File: src/rtl/serial_adder_ctrl_if.sv
// rtl/serial_adder_ctrl_if.sv - operand/result handshake bundle for the bit-serial adder
// SERIAL_ADDER_SUB_EN adds the sub strobe alongside the operands.
interface serial_adder_ctrl_if #(
    parameter int WIDTH = 8
);
    logic             in_valid;
    logic             in_ready;
    logic [WIDTH-1:0] a;
    logic [WIDTH-1:0] b;
    logic             c_in;
`ifdef SERIAL_ADDER_SUB_EN
    logic             sub;
`endif
    logic             out_valid;
    logic             out_ready;
    logic [WIDTH-1:0] sum;
    logic             c_out;
    logic             busy;

`ifdef SERIAL_ADDER_SUB_EN
    modport master (output in_valid, a, b, c_in, sub, out_ready,
                    input  in_ready, out_valid, sum, c_out, busy);
    modport slave  (input  in_valid, a, b, c_in, sub, out_ready,
                    output in_ready, out_valid, sum, c_out, busy);
`else
    modport master (output in_valid, a, b, c_in, out_ready,
                    input  in_ready, out_valid, sum, c_out, busy);
    modport slave  (input  in_valid, a, b, c_in, out_ready,
                    output in_ready, out_valid, sum, c_out, busy);
`endif
endinterface

File: src/rtl/serial_adder_ctrl.sv
// rtl/serial_adder_ctrl.sv - bit-serial adder sequencer, one full-adder cell, LSB first
// SERIAL_ADDER_SUB_EN enables subtraction (B inverted, carry-in flipped).
module full_adder (
    input  logic a,
    input  logic b,
    input  logic ci,
    output logic s,
    output logic co
);
    assign s  = a ^ b ^ ci;
    assign co = (a & b) | (ci & (a ^ b));
endmodule

module serial_adder_ctrl #(
    parameter int WIDTH = 8
) (
    input  logic                clk,
    input  logic                rst,
    serial_adder_ctrl_if.slave  bus
);
    localparam int CNT_W = (WIDTH > 1) ? $clog2(WIDTH) : 1;

    typedef enum logic [1:0] {IDLE, RUN, DONE} state_t;

    state_t           state;
    state_t           state_next;
    logic [CNT_W-1:0] cnt;
    logic [WIDTH-1:0] a_sr;
    logic [WIDTH-1:0] b_sr;
    logic [WIDTH-2:0] res_sr;
    logic [WIDTH-1:0] res_next;
    logic [WIDTH-1:0] sum_q;
    logic             c_out_q;
    logic             carry;
    logic             fa_sum;
    logic             fa_cout;
    logic             sub_bit;
    logic             last_bit;
    logic             in_ready;
    logic             out_valid;
    logic             busy;

`ifdef SERIAL_ADDER_SUB_EN
    assign sub_bit = bus.sub;
`else
    assign sub_bit = 1'b0;
`endif

    full_adder u_fa (
        .a  (a_sr[0]),
        .b  (b_sr[0]),
        .ci (carry),
        .s  (fa_sum),
        .co (fa_cout)
    );

    // res_sr keeps only the WIDTH-1 bits already produced; the newest bit enters at the top
    assign res_next = {fa_sum, res_sr};
    assign last_bit = (cnt == CNT_W'(WIDTH - 1));

    always_ff @(posedge clk or posedge rst) begin
        if (rst) begin
            state <= IDLE;
        end else begin
            state <= state_next;
        end
    end

    always_comb begin
        state_next = state;
        in_ready   = 1'b0;
        out_valid  = 1'b0;
        busy       = 1'b1;
        case (state)
            IDLE: begin
                in_ready = 1'b1;
                busy     = 1'b0;
                if (bus.in_valid) state_next = RUN;
            end
            RUN: begin
                if (last_bit) state_next = DONE;
            end
            DONE: begin
                out_valid = 1'b1;
                if (bus.out_ready) state_next = IDLE;
            end
            default: state_next = IDLE;
        endcase
    end

    always_ff @(posedge clk or posedge rst) begin
        if (rst) begin
            cnt     <= '0;
            a_sr    <= '0;
            b_sr    <= '0;
            res_sr  <= '0;
            carry   <= 1'b0;
            sum_q   <= '0;
            c_out_q <= 1'b0;
        end else begin
            case (state)
                IDLE: begin
                    if (bus.in_valid) begin
                        a_sr  <= bus.a;
                        b_sr  <= bus.b ^ {WIDTH{sub_bit}};
                        carry <= bus.c_in ^ sub_bit;
                        cnt   <= '0;
                    end
                end
                RUN: begin
                    res_sr <= res_next[WIDTH-1:1];
                    a_sr   <= a_sr >> 1;
                    b_sr   <= b_sr >> 1;
                    carry  <= fa_cout;
                    if (last_bit) begin
                        cnt     <= '0;
                        sum_q   <= res_next;
                        c_out_q <= fa_cout;
                    end else begin
                        cnt <= cnt + CNT_W'(1);
                    end
                end
                default: ;
            endcase
        end
    end

    assign bus.in_ready  = in_ready;
    assign bus.out_valid = out_valid;
    assign bus.busy      = busy;
    assign bus.sum       = sum_q;
    assign bus.c_out     = c_out_q;
endmodule
File: src/flat_wrapper.sv
// flat-port wrapper written by rule: the top's interface ports become plain ports
module serial_adder_ctrl_flat 
#(
    parameter int WIDTH = 8
)
  (clk, rst, bus_in_valid, bus_a, bus_b, bus_c_in, bus_out_ready, bus_in_ready, bus_out_valid, bus_sum, bus_c_out, bus_busy);
  serial_adder_ctrl_if #(.WIDTH(WIDTH)) bus_i ();
  input  logic clk;
  input  logic rst;
  input wire logic [$bits(bus_i.in_valid)-1:0] bus_in_valid;
  input wire logic [$bits(bus_i.a)-1:0] bus_a;
  input wire logic [$bits(bus_i.b)-1:0] bus_b;
  input wire logic [$bits(bus_i.c_in)-1:0] bus_c_in;
  input wire logic [$bits(bus_i.out_ready)-1:0] bus_out_ready;
  output wire logic [$bits(bus_i.in_ready)-1:0] bus_in_ready;
  output wire logic [$bits(bus_i.out_valid)-1:0] bus_out_valid;
  output wire logic [$bits(bus_i.sum)-1:0] bus_sum;
  output wire logic [$bits(bus_i.c_out)-1:0] bus_c_out;
  output wire logic [$bits(bus_i.busy)-1:0] bus_busy;
  assign bus_i.in_valid = bus_in_valid;
  assign bus_i.a = bus_a;
  assign bus_i.b = bus_b;
  assign bus_i.c_in = bus_c_in;
  assign bus_i.out_ready = bus_out_ready;
  assign bus_in_ready = bus_i.in_ready;
  assign bus_out_valid = bus_i.out_valid;
  assign bus_sum = bus_i.sum;
  assign bus_c_out = bus_i.c_out;
  assign bus_busy = bus_i.busy;
  serial_adder_ctrl #(.WIDTH(WIDTH)) u_core (.clk(clk), .rst(rst), .bus(bus_i));
endmodule
File: config.mk
export PLATFORM = sky130hd
export DESIGN_NAME = serial_adder_ctrl_flat
export DESIGN_NICKNAME = d
export VERILOG_FILES = /design/src/rtl/serial_adder_ctrl_if.sv /design/src/rtl/serial_adder_ctrl.sv /design/src/flat_wrapper.sv
export SDC_FILE = /design/constraint.sdc
export NUM_CORES = 1
export LEC_CHECK = 0
export CORE_MARGIN = 5
export CORE_UTILIZATION = 35
export CTS_BUF_LIST = sky130_fd_sc_hd__clkbuf_16
export CTS_CLUSTER_DIAMETER = 120
export DETAILED_ROUTE_END_ITERATION = 7
export HOLD_SLACK_MARGIN = 0.12
export SLEW_MARGIN = 20
export SYNTH_ARGS = -nofsm -noshare
export SYNTH_HDL_FRONTEND = slang
export SYNTH_HIERARCHICAL = 1
export SYNTH_SLANG_ARGS = --single-unit
File: constraint.sdc
create_clock -name clk -period 2.7 [get_ports clk]
set_clock_uncertainty 0.1 [all_clocks]
set_input_delay 0.675 -clock clk [delete_from_list [all_inputs] [get_ports clk]]
set_output_delay 0.675 -clock clk [all_outputs]
set_load 0.02 [all_outputs]
==> flow_summary.yaml <==
# synthesis and place-and-route metrics
cts:
  cts_setup_buffers: 0
  cts-root-buf: "clkbuf_16"
  ctsResizeCount: 0
  clkLatencyLatePin_ps: 270
  clock_sinks: 38
  cts_tree: "done"
  hold_buffers: 0
  clk_pin_slew_ps: 50
  numCtsBuffers: 5
  h-tree-depth: 2
  cts_max_path_buffers: 2
power:
  p_seq_share_pct: 37.2
  p_switching_mw: 0.912
  p_total_mw: 2.75
  ir_drop_mv: 0.465
  intPower_mw: 1.83
  p_leak_nw: 1.06
  comb_power_share_pct: 42.7
  p_sw_share_pct: 33.2
  clkPwrFrac_pct: 20.1
  power.density_nw_per_um2: 1150
final_timing:
  hold_viol_final: 0
  clock.fmax_ghz: 0.394
  period_needed_ps: 2540
  fin_tns_setup_ps: 0
  worst_slack_ps: 161
  relSlewSlack_pct: 56.6
  finalCritPeriodShare_pct: 94.0
  maxSlewViolCount: 0
  tightest_slew_ps: 650
  rsz0062_at_grt: "no"
  finalSetupViolations: 0
floorplanning:
  std_cell_rows: 26
  die.size.x_microns: 83.7
  fp.coreArea_sq_um: 5200
  io_pins: 33
  die_area_sq_um: 7010
  floorplan.core_util_pct: 36.5
  die_height_microns: 83.7
setup_path:
  cp.arrival_ps: 1760
  crit_required_ps: 1920
  cp_max_fo: 16
  critPathKind: "reg2out"
  endpoint_kind: "primary output"
  cp-start-kind: "flip-flop"
yosys:
  syn_area_per_cell_sq_um: 12.9
  ys_cells: 148
  ff_type: "dfrtp_1"
  ys_seq_share_pct: 50.0
  synth-seq-cells: 38
  yosysUniqueCellTypes: 32
  syn-cell-area_sq_um: 1900
  yosysWarnings: 6
  synthArstFlopShare_pct: 100
  edf_count: 0
  syn_inst: 148
  yosysChipArea_sq_um: 1900
  fp_nets: 172
routing:
  drtIter0Drc: 55
  routedWlPerCell_microns: 14.7
  dr.pass1.iters: 4
  final_antenna_net_count: 0
  avgViaCountPerCell: 4.92
  drc: 0
place:
  placed_cell_area_sq_um: 2240
  post-dp-hpwl_microns: 2560
  placed_cells: 244
  dp_slack_ps: 453
  port_buffers: 32
  gp_congestion: 0.760
finish:
  nNetsFinal: 205
  drive_gt1_share_pct: 19.2
  final-instance-count-excl-fill: 252
  num_antenna_cells: 0
  mostFrequentLayoutCells: "38 x dfrtp_1, 32 x clkdlybuf4s50_1, 20 x inv_1, 14 x mux2_4, 13 x nor3b_1"
  final_cell_area_sq_um: 2380
  area_growth_pct: 25.1
  lay_top_count: "dfrtp_1"
grt:
  grt_pass1_vias: 1393
  gr-total-overflow: 0
  antenna_found_initial: 0
  grt_max_degree: 39
  grt_pass1_wl_microns: 6510
hold_path:
  min_path_type: "reg2reg"
status:
  status: "completed"
run:
  openroad.warnings: 26
  drv_cap: 0
==> layout make-up <==
| class | count | area (sq um) |
|---|---|---|
| timing repair buffer | 37 | 358 |
| clock inverter | 3 | 16.3 |
| sequential | 38 | 951 |
| fill | 499 | 2830 |
| clock buffer | 5 | 125 |
| tap | 70 | 87.6 |
| inverter | 20 | 75.1 |
| multi-input combinational | 79 | 766 |
==> per-layer routing <==
| layer | vias up | part of all wire, % | GRT usage, % |
|---|---|---|---|
| li1 | 592 | - | - |
| met4 | 0 | 0.57 | 3.07 |
| met3 | 2 | 4.9 | 3.26 |
| met1 | 616 | 48 | 15.0 |
| met2 | 30 | 47 | 17.7 |
| met5 | - | 0 | 0 |
==> through the flow <==
| stage | util (%) | hold slack [ps] |
|---|---|---|
| after CTS | 45.7 | 413 |
| after detailed placement | 43.0 | 392 |
| after global routing | 45.7 | 419 |
| after floorplan | - | 367 |
| after global placement | 43.0 | 392 |
| final | 45.7 | 408 |
==> registers in the layout (all words and copies together), names as in the netlist <==
name,flops
u_core/a_sr,8
u_core/b_sr,8
u_core/bus.c_out,1
u_core/bus.sum,8
u_core/carry,1
u_core/cnt,3
u_core/res_sr,7
u_core/state,2
==> final timing paths <==
path	cells past startpoint	slack (ps)	end	startpoint
min	1	410	u_core/a_sr[7]	u_core/a_sr[7]
max in group asynchronous	3	1430	u_core/b_sr[1]	rst
min reg2reg	1	410	u_core/a_sr[7]	u_core/a_sr[7]
min in group asynchronous	3	730	u_core/bus.sum[5]	rst
max reg2reg	4	790	u_core/bus.sum[6]	u_core/cnt[0]
max	4	160	bus_out_valid	u_core/state[0]
==> cells by family (layout without fill, tap and decap cells) <==
kind of cell	after synthesis	count (layout)	share of synthesized area [%]
buffers and inverters	31	65	9.74
adders and majority gates	3	3	2.37
muxes	16	16	12.2
AOI/OAI and AO/OA	23	23	10.4
and+or+nand+nor	37	37	15.3
DFF	38	38	50.0
==> worst max-delay path, stage by stage, from the launching register on <==
cell and delay (ps):
dfrtp_1 440, buf_4 210, nand2b_1 160, inv_1 80
clkdlybuf4s50_1 600
==> Yosys cell counts, drive strengths merged (2+ instances only) <==
master | instances | area share [%]
dfrtp | 38 | 50
inv | 20 | 3.9
mux2 | 16 | 12
nor3b | 13 | 5.1
a211oi | 11 | 4.3
nor4b | 11 | 5.4
buf | 9 | 4.9
nor2b | 5 | 2.0
a22o | 3 | 1.6
nand2b | 3 | 0.99
a221oi | 2 | 0.92
a222oi | 2 | 1.1
clkbuf | 2 | 0.92
ha | 2 | 1.3
nor2 | 2 | 0.53
==> power by group through the flow <==
stage          Combinational [mW]  Sequential (mW)  Clock (mW)
3_3_place_gp                 1.15             1.01           0
6_report                     1.17             1.02       0.553
2_1_floorplan               0.838             1.07           0
3_5_place_dp                 1.19             1.03           0
4_1_cts                      1.19             1.02       0.566
5_1_grt                      1.28             1.06       0.593
Metal 2:
Bar = 20 microns.
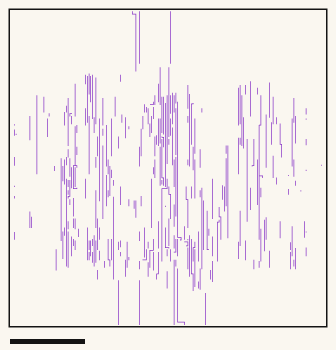
wire length on this layer: 1730 microns
nets with wire on the layer: 179
longest straight run: 35.9 microns
vias: 1240
drt total wl: 3700 microns
grt met2 use: 17.7%

Clock distribution:
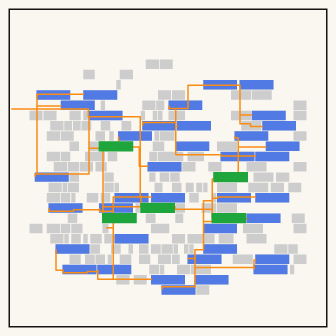
[orange] clock wires | length: 491 microns
[blue] flip-flops | count: 38
[green] clock-net drivers | count: 5
routed clock nets: 6

Routing congestion:
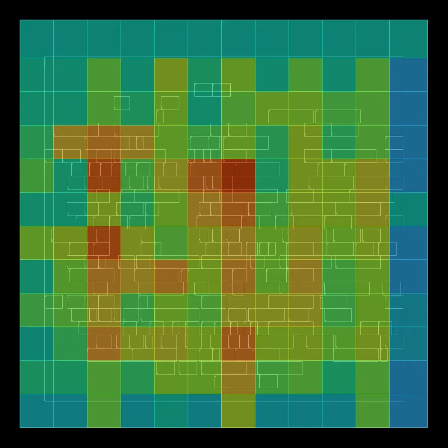
global routing's busiest layer: met2
met1 Usage GRT: 15.0%
GRT Overall Usage: 11.2%

The metal 3 layer:
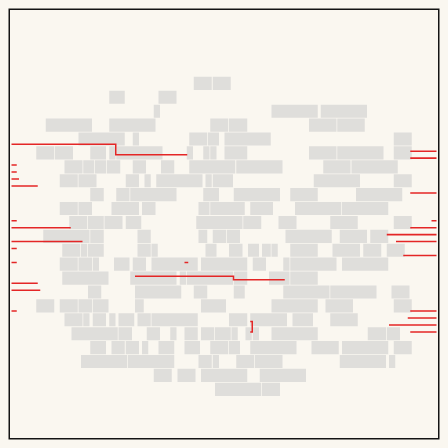
share of all routed wire: 4.9%
main direction: horizontal

Power figures rest on the tool's default switching activity, not on a simulated workload.
